`src/rtl/bitwise_lu_pkg.sv`:
```
// Shared opcode encoding and per-bit gate function for bitwise_logic_unit.
// The reduction output is enabled in the top by BITWISE_LU_REDUCE_EN.
package bitwise_lu_pkg;

   typedef enum logic [2:0] {
      OP_AND  = 3'd0,
      OP_OR   = 3'd1,
      OP_NOT  = 3'd2,
      OP_NAND = 3'd3,
      OP_NOR  = 3'd4,
      OP_XOR  = 3'd5,
      OP_XNOR = 3'd6,
      OP_PASS = 3'd7
   } op_e;

   localparam int OP_W  = 3;
   localparam int RED_W = 3;

   // One bit of the selected gate; the caller replicates it across the word.
   function automatic logic bit_op(input op_e op, input logic x, input logic y);
      logic r;
      case (op)
         OP_AND:  r = x & y;
         OP_OR:   r = x | y;
         OP_NOT:  r = ~x;
         OP_NAND: r = ~(x & y);
         OP_NOR:  r = ~(x | y);
         OP_XOR:  r = x ^ y;
         OP_XNOR: r = ~(x ^ y);
         OP_PASS: r = y;
         default: r = 1'b0;
      endcase
      return r;
   endfunction

endpackage

```
`src/rtl/bitwise_lu_stage.sv`:
```
// Generic valid/ready register slice without skid buffer; RST_DATA selects
// whether the payload register is cleared by reset as well as the valid flag.
module bitwise_lu_stage #(
   parameter int DATA_W   = 8,
   parameter bit RST_DATA = 1'b0
) (
   input  logic              clk,
   input  logic              rst,
   input  logic              up_valid,
   output logic              up_ready,
   input  logic [DATA_W-1:0] up_data,
   output logic              dn_valid,
   input  logic              dn_ready,
   output logic [DATA_W-1:0] dn_data
);

   logic              vld_p0;
   logic [DATA_W-1:0] data_p0;
   logic              load;

   // Ready depends combinationally on the downstream ready only.
   assign up_ready = !vld_p0 || dn_ready;
   assign load     = up_valid && up_ready;

   always_ff @(posedge clk) begin
      if (rst) begin
         vld_p0 <= 1'b0;
      end else begin
         vld_p0 <= load || (vld_p0 && !dn_ready);
      end
   end

   generate
      if (RST_DATA) begin : g_rst_data
         always_ff @(posedge clk) begin
            if (rst) begin
               data_p0 <= '0;
            end else if (load) begin
               data_p0 <= up_data;
            end
         end
      end else begin : g_free_data
         always_ff @(posedge clk) begin
            if (load) begin
               data_p0 <= up_data;
            end
         end
      end
   endgenerate

   assign dn_valid = vld_p0;
   assign dn_data  = data_p0;

endmodule

```
`src/rtl/bitwise_logic_unit.sv`:
```
// Two-stage pipelined bitwise gate unit with valid/ready on both sides and a
// completed-transaction counter; BITWISE_LU_REDUCE_EN adds the out_red port.
module bitwise_logic_unit
   import bitwise_lu_pkg::*;
#(
   parameter int WIDTH = 8,
   parameter int CNT_W = 16
) (
   input  logic             clk,
   input  logic             rst,
   input  logic             in_valid,
   output logic             in_ready,
   input  logic [WIDTH-1:0] a,
   input  logic [WIDTH-1:0] b,
   input  logic [OP_W-1:0]  op,
   output logic             out_valid,
   input  logic             out_ready,
   output logic [WIDTH-1:0] result,
   output logic [CNT_W-1:0] done_count
`ifdef BITWISE_LU_REDUCE_EN
   ,
   output logic [RED_W-1:0] out_red
`endif
);

   localparam int P1_W = OP_W + 2 * WIDTH;
`ifdef BITWISE_LU_REDUCE_EN
   localparam int P2_W = RED_W + WIDTH;
`else
   localparam int P2_W = WIDTH;
`endif

   logic [P1_W-1:0]  data_p0;
   logic [P1_W-1:0]  data_p1;
   logic             vld_p1;
   logic             rdy_p1;
   logic [OP_W-1:0]  op_p1;
   logic [WIDTH-1:0] a_p1;
   logic [WIDTH-1:0] b_p1;
   logic [WIDTH-1:0] res_p1;
   logic [P2_W-1:0]  data_p2_in;
   logic [P2_W-1:0]  data_p2;

   assign data_p0 = {op, a, b};

   // s1: register operands and opcode
   bitwise_lu_stage #(
      .DATA_W   (P1_W),
      .RST_DATA (1'b0)
   ) u_s1 (
      .clk      (clk),
      .rst      (rst),
      .up_valid (in_valid),
      .up_ready (in_ready),
      .up_data  (data_p0),
      .dn_valid (vld_p1),
      .dn_ready (rdy_p1),
      .dn_data  (data_p1)
   );

   assign {op_p1, a_p1, b_p1} = data_p1;

   always_comb begin
      res_p1 = '0;
      for (int i = 0; i < WIDTH; i++) begin
         res_p1[i] = bit_op(op_e'(op_p1), a_p1[i], b_p1[i]);
      end
   end

`ifdef BITWISE_LU_REDUCE_EN
   assign data_p2_in = {^res_p1, |res_p1, &res_p1, res_p1};
`else
   assign data_p2_in = res_p1;
`endif

   // s2: register computed result (payload cleared on reset)
   bitwise_lu_stage #(
      .DATA_W   (P2_W),
      .RST_DATA (1'b1)
   ) u_s2 (
      .clk      (clk),
      .rst      (rst),
      .up_valid (vld_p1),
      .up_ready (rdy_p1),
      .up_data  (data_p2_in),
      .dn_valid (out_valid),
      .dn_ready (out_ready),
      .dn_data  (data_p2)
   );

`ifdef BITWISE_LU_REDUCE_EN
   assign {out_red, result} = data_p2;
`else
   assign result = data_p2;
`endif

   always_ff @(posedge clk) begin
      if (rst) begin
         done_count <= '0;
      end else if (out_valid && out_ready) begin
         done_count <= done_count + CNT_W'(1);
      end
   end

endmodule

```
`config.mk`:
```
export PLATFORM = sky130hd
export DESIGN_NAME = bitwise_logic_unit
export DESIGN_NICKNAME = d
export VERILOG_FILES = /design/src/rtl/bitwise_lu_pkg.sv /design/src/rtl/bitwise_lu_stage.sv /design/src/rtl/bitwise_logic_unit.sv
export SDC_FILE = /design/constraint.sdc
export NUM_CORES = 1
export LEC_CHECK = 0
export ABC_AREA = 1
export CAP_MARGIN = 10
export CORE_MARGIN = 4
export CORE_UTILIZATION = 40
export CTS_BUF_LIST = sky130_fd_sc_hd__clkbuf_4 sky130_fd_sc_hd__clkbuf_8 sky130_fd_sc_hd__clkbuf_16
export DETAILED_ROUTE_END_ITERATION = 8
export GPL_TIMING_DRIVEN = 0
export PLACE_DENSITY = 0.73
export SYNTH_ARGS = -nofsm -noshare
export SYNTH_HDL_FRONTEND = slang
export SYNTH_SLANG_ARGS = --single-unit
```
`constraint.sdc`:
```
create_clock -name clk -period 3.95 [get_ports clk]
set_input_delay 0.5925 -clock clk [delete_from_list [all_inputs] [get_ports clk]]
set_output_delay 0.5925 -clock clk [all_outputs]
set_load 0.03 [all_outputs]
```
Fig. 1: run 1, cell sizes after repair
Scale bar: 20 µm.
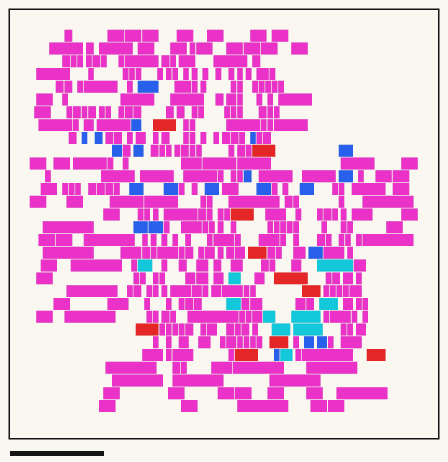
legend:
  x3 and x4:
    color: cyan
    cells: 10
    share: 2.4%
  x1 and smaller:
    color: magenta
    cells: 376
    share: 90%
    most_used: nand2_1
  x2:
    color: blue
    cells: 21
    share: 5.0%
    most_used: a21oi_2
  x6 and larger:
    color: red
    cells: 10
    share: 2.4%
    most_used: clkbuf_8

Fig. 2: run 1, selected gate families
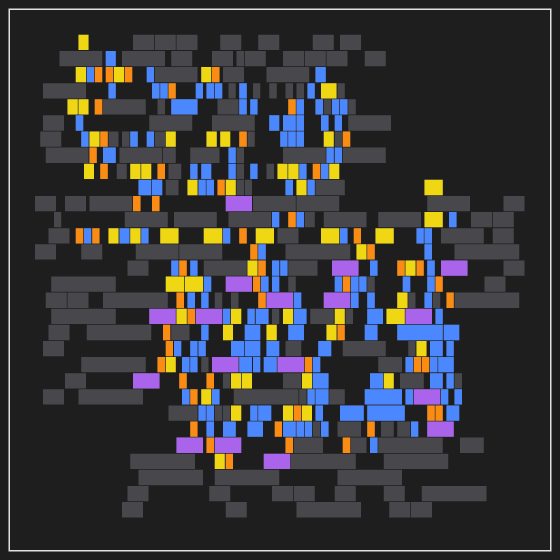
legend:
  nand cells:
    color: blue
    cells: 138
  inv cells:
    color: orange
    cells: 55
  aoi and oai cells:
    color: yellow
    cells: 55
  fa/ha/maj cells:
    color: purple
    cells: 17

Fig. 3: run 1, sequential cells grouped by signal name
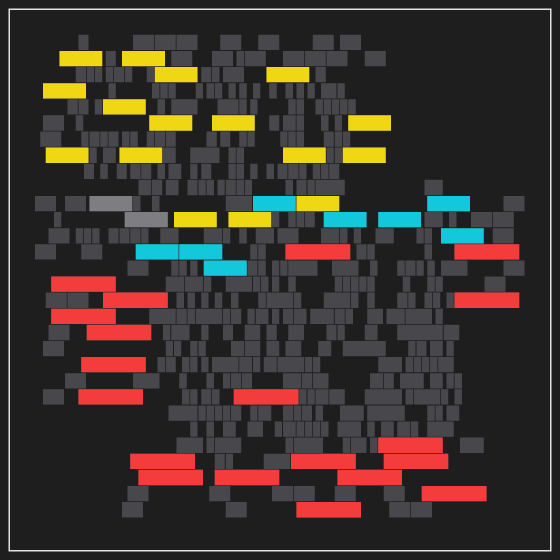
legend:
  u_s1.dn_data:
    color: red
    sequential_cells: 19
  done_count:
    color: yellow
    sequential_cells: 16
  u_s2.dn_data:
    color: cyan
    sequential_cells: 8

Fig. 4: run 1, the clock network
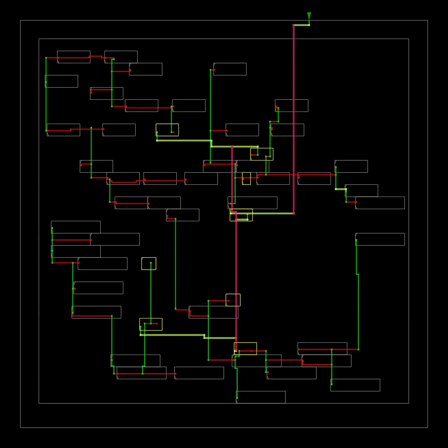
cts bufs inserted: 5
Clock group: 0.301 mW
clk_skew: 0.01240 ns
Flop Count: 45
clock buffers: 5

run 1: per-layer routing:
layer  track usage [%]  vias up
met4             5.528        0
met1             21.38     1115
met2             24.52       78
met3             3.231        8
li1                  -     1288
met5                 0        -
run 1: layout make-up:
class	instances	area, µm²	area share, %
Buffer	10	96.34	2.810
Clock buffer	5	68.82	2.007
Clock inverter	3	22.52	0.6569
Inverter	55	206.4	6.022
Multi-Input combinational cell	252	1373	40.04
Sequential cell	45	1091	31.82
Tap cell	80	100.1	2.920
Timing Repair Buffer	47	470.5	13.72
run 1: flip-flops by register name (all words and copies together) (netlist names):
register / cells
u_s2.dn_valid: 1
done_count: 16
u_s1.dn_valid: 1
u_s1.dn_data: 19
u_s2.dn_data: 8
run 1: worst paths after layout:
kind	to	slack [ns]	cells past startpoint	start
hold / removal	done_count[6]	0.48	2	done_count[6]
setup / recovery	in_ready	1.34	4	out_ready
hold reg to reg	done_count[6]	0.48	2	done_count[6]
setup reg to reg	u_s2.dn_data[7]	2.35	10	u_s1.dn_data[16]
run 1: power by group through the flow:
stage | registers, mW | clock network (mW) | logic (mW)
4_1_cts | 0.518 | 0.311 | 0.174
5_1_grt | 0.520 | 0.330 | 0.194
2_1_floorplan | 0.538 | 0 | 0.102
3_5_place_dp | 0.529 | 0 | 0.174
6_report | 0.518 | 0.301 | 0.175
3_3_place_gp | 0.528 | 0 | 0.169
run 1: logic make-up after synthesis:
family / Yosys count
flip-flops: 45
buffers and inverters: 65
adder cells (fa/ha/maj): 17
AND/OR/NAND/NOR: 180
AND-OR/OR-AND: 55
run 1: layout by cell type, fill, tap and decap left out, types with 2 or more instances in the layout:
cell             synthesis  final
a21oi_1                 14     14
buf_4                    2      2
nand3b_1                 8      8
inv_1                   52     52
a21oi_2                  9      9
nand3_4                  2      2
nand4_1                 18     18
nand2_1                100    100
nor2_1                  34     34
clkbuf_8                 0      5
nor2_2                   4      4
buf_6                    4      4
nand3_1                  6      6
edfxtp_1                19     19
inv_2                    3      3
ha_1                    17     17
o21ai_1                  9      9
nor3_1                   2      2
clkdlybuf4s50_1          0     47
dfxtp_1                 26     26
clkinv_4                 0      2
o21ai_0                 21     21
run 1: worst reg2reg max path, cell delays in order, from the launching register on:
cell and delay (ns):
edfxtp_1 0.41, inv_2 0.10, buf_6 0.16, nand2_1 0.07, nor2_2 0.34, nand2_1 0.10, nand2_1 0.08, nor2_1 0.04
nand2_1 0.05, nand2_1 0.07, a21oi_2 0.11
==> job_summary.md, run 1 <==
## Implementation flow summary

| Metric | Value |
|---|---|
| RSZ-0062 raised after global routing | `no` |
| N_diodes | `0` |
| Vias in the first global route | `2319` |
| Share of cells above drive strength 1 | `9.832%` |
| Setup TNS | `0 ns` |
| Crit path buf inv count | `3` |
| Post-Syn Area per Cell | `7.642 µm²` |
| Cell type with the largest total area | `edfxtp_1` |
| Crit path cell chain | `clkdlybuf4s50_1 -> inv_1 -> nand3_1 -> clkdlybuf4s50_1` |
| Die height | `91.16 µm` |
| Crit-path slowest cell | `clkdlybuf4s50_1` |
| Area leader share | `20.62%` |
| Worst-margin pin slew | `0.7889 ns` |
| Power Density | `289.6 mW/mm²` |
| # nets final | `456` |
| Remaining global-route overflow | `0` |
| WHS | `0.4773 ns` |
| Switching power | `0.2884 mW` |
| Final setup margin | `1.340 ns` |
| Xor/xnor share of the synthesized area | `0%` |
| Critical Path Fanout Max | `3` |
| Hold crit path type | `reg -> reg` |
| Final core occ | `50.74%` |
| Final GP Congestion | `0.8475` |
| Most common cell on crit path | `clkdlybuf4s50_1` |
| Number of warnings in the stage logs | `34` |
| Top cells by count | `nand2_1, inv_1, nor2_1` |
| Comb area leader | `simple AND/OR/NAND/NOR gates` |
| Cell Type Count | `31` |
| Most frequent cell after synthesis | `nand2_1` |
| Flop pwr share | `52.1%` |
| Clock sink total | `45` |
| Wire length per cell | `12.71 µm` |
| Post-CTS resize count | `0` |
| Final tally of hold violations | `0` |
| Outcome | `completed` |
==> run 2: changes to the inputs <==
- clock period: 3.95 -> 2.6 ns (I/O delays scaled with it)
Fig. 5: run 2, sequential cells grouped by signal name
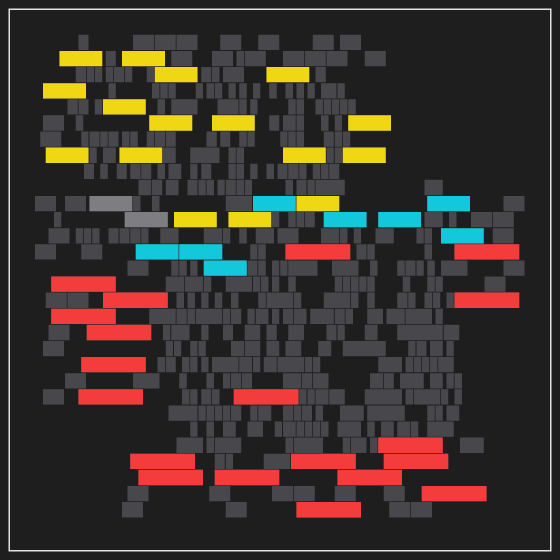
legend:
  u_s2.dn_data:
    color: cyan
    sequential_cells: 8
  u_s1.dn_data:
    color: red
    sequential_cells: 19
  done_count:
    color: yellow
    sequential_cells: 16

Fig. 6: run 2, clock distribution
Scale bar: 20 µm.
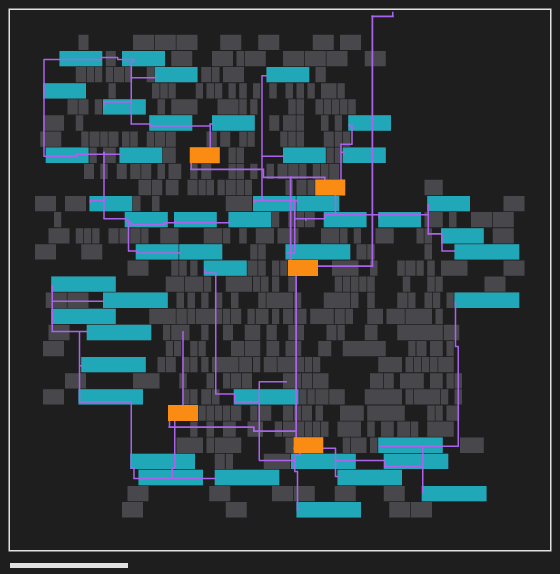
legend:
  clock wires:
    color: purple
    length: 642 µm
  clock-net drivers:
    color: orange
    count: 5
  flip-flops:
    color: cyan
    count: 45
routed clock nets: 6
flops lie: spread over the die

==> job_summary.md, run 2 <==
## Implementation flow summary

| Metric | Value |
|---|---|
| Setup TNS | `0 ns (unchanged)` |
| Clk_skew | `0.01240 ns (unchanged)` |
| Hold crit path type | `reg -> reg (unchanged)` |
| Final GP Congestion | `0.8475 (unchanged)` |
| Max FFs per register | `19 (unchanged)` |
| Most frequent cell after synthesis | `nand2_1 (unchanged)` |
| Top cells by count | `nand2_1, inv_1, nor2_1 (unchanged)` |
| # nets final | `456 (unchanged)` |
| Cell type with the largest total area | `edfxtp_1 (unchanged)` |
| Crit path cell chain | `clkdlybuf4s50_1 -> inv_1 -> nand3_1 -> clkdlybuf4s50_1 (unchanged)` |
| Final tally of hold violations | `0 (unchanged)` |
| Outcome | `completed (unchanged)` |
| Cell Type Count | `31 (unchanged)` |
| Critical Path Fanout Max | `3 (unchanged)` |
| Post-Syn Area per Cell | `7.642 µm² (unchanged)` |
| RSZ-0062 raised after global routing | `no (unchanged)` |
| Die height | `91.16 µm (unchanged)` |
| Highest-count logic cell in the final layout | `nand2_1 (unchanged)` |
| Cts bufs inserted | `5 (unchanged)` |
| Crit. path cell count | `4 (unchanged)` |
| N_diodes | `0 (unchanged)` |
| Clock sink total | `45 (unchanged)` |
| Crit path buf inv count | `3 (unchanged)` |
| Most common cell on crit path | `clkdlybuf4s50_1 (unchanged)` |
| Share of cells above drive strength 1 | `9.832% (unchanged)` |
| Number of warnings in the stage logs | `34 (unchanged)` |
| WHS | `0.4773 ns (unchanged)` |
| Power Density | `440.0 mW/mm² (was 289.6 mW/mm²)` |
| Crit-path slowest cell | `clkdlybuf4s50_1 (unchanged)` |
| Vias in the first global route | `2319 (unchanged)` |
| R2r worst-path depth | `10 (unchanged)` |
## run 2: cell families after synthesis
| group | synth area share [%] |
|---|---|
| flip-flops | 39.44 |
| AND-OR/OR-AND | 11.40 |
| AND/OR/NAND/NOR | 30.53 |
| buffers and inverters | 10.94 |
| adder cells (fa/ha/maj) | 7.689 |
## run 2: layout make-up
cell class                      count  area [µm²]  share of cell area [%]
Timing Repair Buffer               47       470.5                   13.72
Multi-Input combinational cell    252        1373                   40.04
Clock buffer                        5       68.82                   2.007
Tap cell                           80       100.1                   2.920
Clock inverter                      3       22.52                  0.6569
Sequential cell                    45        1091                   31.82
Inverter                           55       206.4                   6.022
Buffer                             10       96.34                   2.810
## run 2: worst reg2reg max path, delay by kind of cell (launching register included)
kind	cells	cell delay, ns
AND/OR/NAND/NOR	7	0.75
flip-flops	1	0.41
AND-OR/OR-AND	1	0.11
buffers and inverters	2	0.26
## run 2: where the power goes
group	leakage [nW]	internal, mW	switching [mW]
Combinational	1.02	0.112	0.153
Clock	0.0481	0.191	0.266
Sequential	0.396	0.767	0.0194
## run 2: path summary, 6_finish.rpt
| kind | start | to | slack, ns |
|---|---|---|---|
| worst min register to register | done_count[6] | done_count[6] | 0.48 |
| worst min-delay path | done_count[6] | done_count[6] | 0.48 |
| worst max-delay path | out_ready | in_ready | 0.40 |
| worst max register to register | u_s1.dn_data[16] | u_s2.dn_data[7] | 1.00 |
## run 2: routing by layer
layer | track usage (%) | share of wire (%) | wire length [µm]
met5 | 0 | 0 | 0
met1 | 21.38 | 46 | 2915
met2 | 24.52 | 46 | 2877
met4 | 5.528 | 1.8 | 112
met3 | 3.231 | 6.5 | 409
## run 2: metrics by stage
step	total power [mW]	util [%]	setup WS [ns]
finish	1.508	50.74	0.3954
floorplan	0.9721	-	0.9101
CTS	1.524	50.74	0.3921
detailed placement	1.067	49.39	0.3988
global placement	1.060	49.39	0.3951
global route	1.586	50.74	0.3519
==> run 3: changes to the inputs <==
- clock period: 2.6 -> 2.25 ns (I/O delays scaled with it)
Fig. 7: run 3, selected gate families
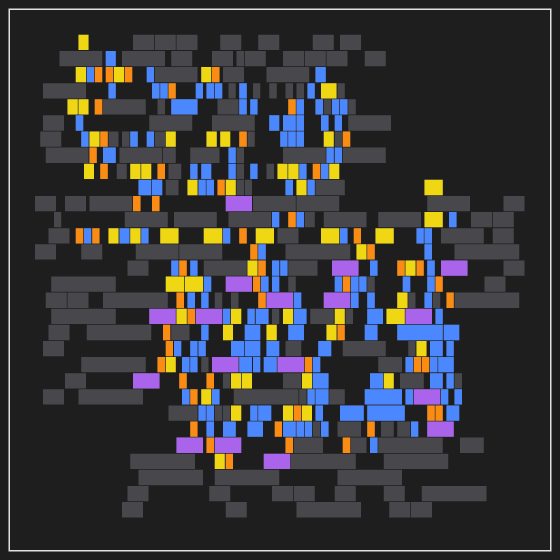
legend:
  fa/ha/maj cells:
    color: purple
    cells: 17
  nand cells:
    color: blue
    cells: 138
  inv cells:
    color: orange
    cells: 55
  aoi and oai cells:
    color: yellow
    cells: 55

Fig. 8: run 3, the clock network
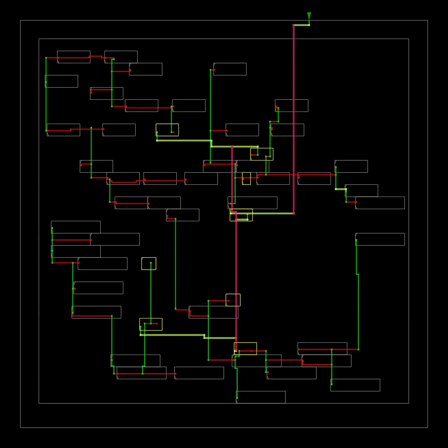
clock sink total: 45
worst skew pair latency: 0.31 ns

==> job_summary.md, run 3 <==
## Implementation flow summary

| Metric | Value |
|---|---|
| Remaining global-route overflow | `0 (unchanged)` |
| Highest routing layer actually used | `met4 (unchanged)` |
| Critical Path Fanout Max | `3 (unchanged)` |
| Area leader share | `20.62% (unchanged)` |
| R2r setup slk | `0.65 ns (was 1.00 ns)` |
| Met2 WL post-DR | `2.877 mm (unchanged)` |
| Simple-gate area share of the yosys netlist | `30.53% (unchanged)` |
| Vias in the first global route | `2319 (unchanged)` |
| MUX area fraction | `0% (unchanged)` |
| Most frequent cell after synthesis | `nand2_1 (unchanged)` |
| Comb area leader | `simple AND/OR/NAND/NOR gates (unchanged)` |
| Die height | `91.16 µm (unchanged)` |
| Outcome | `completed (unchanged)` |
| Final core occ | `50.74% (unchanged)` |
| RSZ-0062 raised after global routing | `no (unchanged)` |
| Clock group share of total power | `30.3% (about the same)` |
| Wl on met1 | `2.915 mm (unchanged)` |
| Highest-count logic cell in the final layout | `nand2_1 (unchanged)` |
| Hold crit path type | `in -> reg (was reg -> reg)` |
| Cts bufs inserted | `5 (unchanged)` |
| Power Density | `508.4 mW/mm² (was 440.0 mW/mm²)` |
| Share of cells above drive strength 1 | `9.832% (unchanged)` |
| N_diodes | `0 (unchanged)` |
| Yosys adder share | `7.689% (unchanged)` |
| Top cells by count | `nand2_1, inv_1, nor2_1 (unchanged)` |
| Post-Synth AOI/OAI Area | `11.40% (unchanged)` |
| Combinational power share | `17.6% (about the same)` |
| Cell internal pwr | `1.237 mW (was 1.070 mW)` |
| Number of warnings in the stage logs | `34 (unchanged)` |
[run 3: layout make-up]
type	instances	area, µm²	share of cell area [%]
Sequential cell	45	1091	31.82
Multi-Input combinational cell	252	1373	40.04
Timing Repair Buffer	47	470.5	13.72
Clock buffer	5	68.82	2.007
Inverter	55	206.4	6.022
Clock inverter	3	22.52	0.6569
Tap cell	80	100.1	2.920
Buffer	10	96.34	2.810
[run 3: worst max-delay path, cell delays in order]
cell and delay [ns]:
clkdlybuf4s50_1 0.52, inv_1 0.10, nand3_1 0.11, clkdlybuf4s50_1 0.69
[run 3: cell families (layout without fill, tap and decap cells)]
| kind of cell | after synthesis | in the layout |
|---|---|---|
| AOI/OAI and AO/OA | 55 | 55 |
| buffers and inverters | 65 | 120 |
| DFF | 45 | 45 |
| adders and majority gates | 17 | 17 |
| and+or+nand+nor | 180 | 180 |
[run 3: per-stage QoR]
step / std cells / setup slack, ns / hold WS [ns]
final: 497 / 0.1504 / 0.4268
after global routing: 497 / 0.1069 / 0.4624
after floorplan: 362 / 0.5601 / 0.4364
after global placement: 489 / 0.1501 / 0.4546
after detailed placement: 489 / 0.1207 / 0.4648
after CTS: 497 / 0.1471 / 0.4218
[run 3: metal layers]
metal | up-vias | track usage, %
li1 | 1288 | -
met1 | 1115 | 21.38
met2 | 78 | 24.52
met3 | 8 | 3.231
met4 | 0 | 5.528
met5 | - | 0
[run 3: worst paths after layout]
kind,to,startpoint,cells after the start
setup reg to reg,u_s2.dn_data[7],u_s1.dn_data[16],10
hold / removal,u_s2.dn_data[1],rst,2
setup / recovery,in_ready,out_ready,4
hold reg to reg,done_count[6],done_count[6],2
[run 3: power by group through the flow]
stage	Clock (mW)	Combinational (mW)	Sequential (mW)
after floorplan	0	0.179	0.944
final	0.528	0.307	0.909
after detailed placement	0	0.305	0.928
after global placement	0	0.298	0.927
after global routing	0.579	0.341	0.913
after CTS	0.546	0.306	0.909
No activity file was given, so power comes from the tool's default toggle rates.
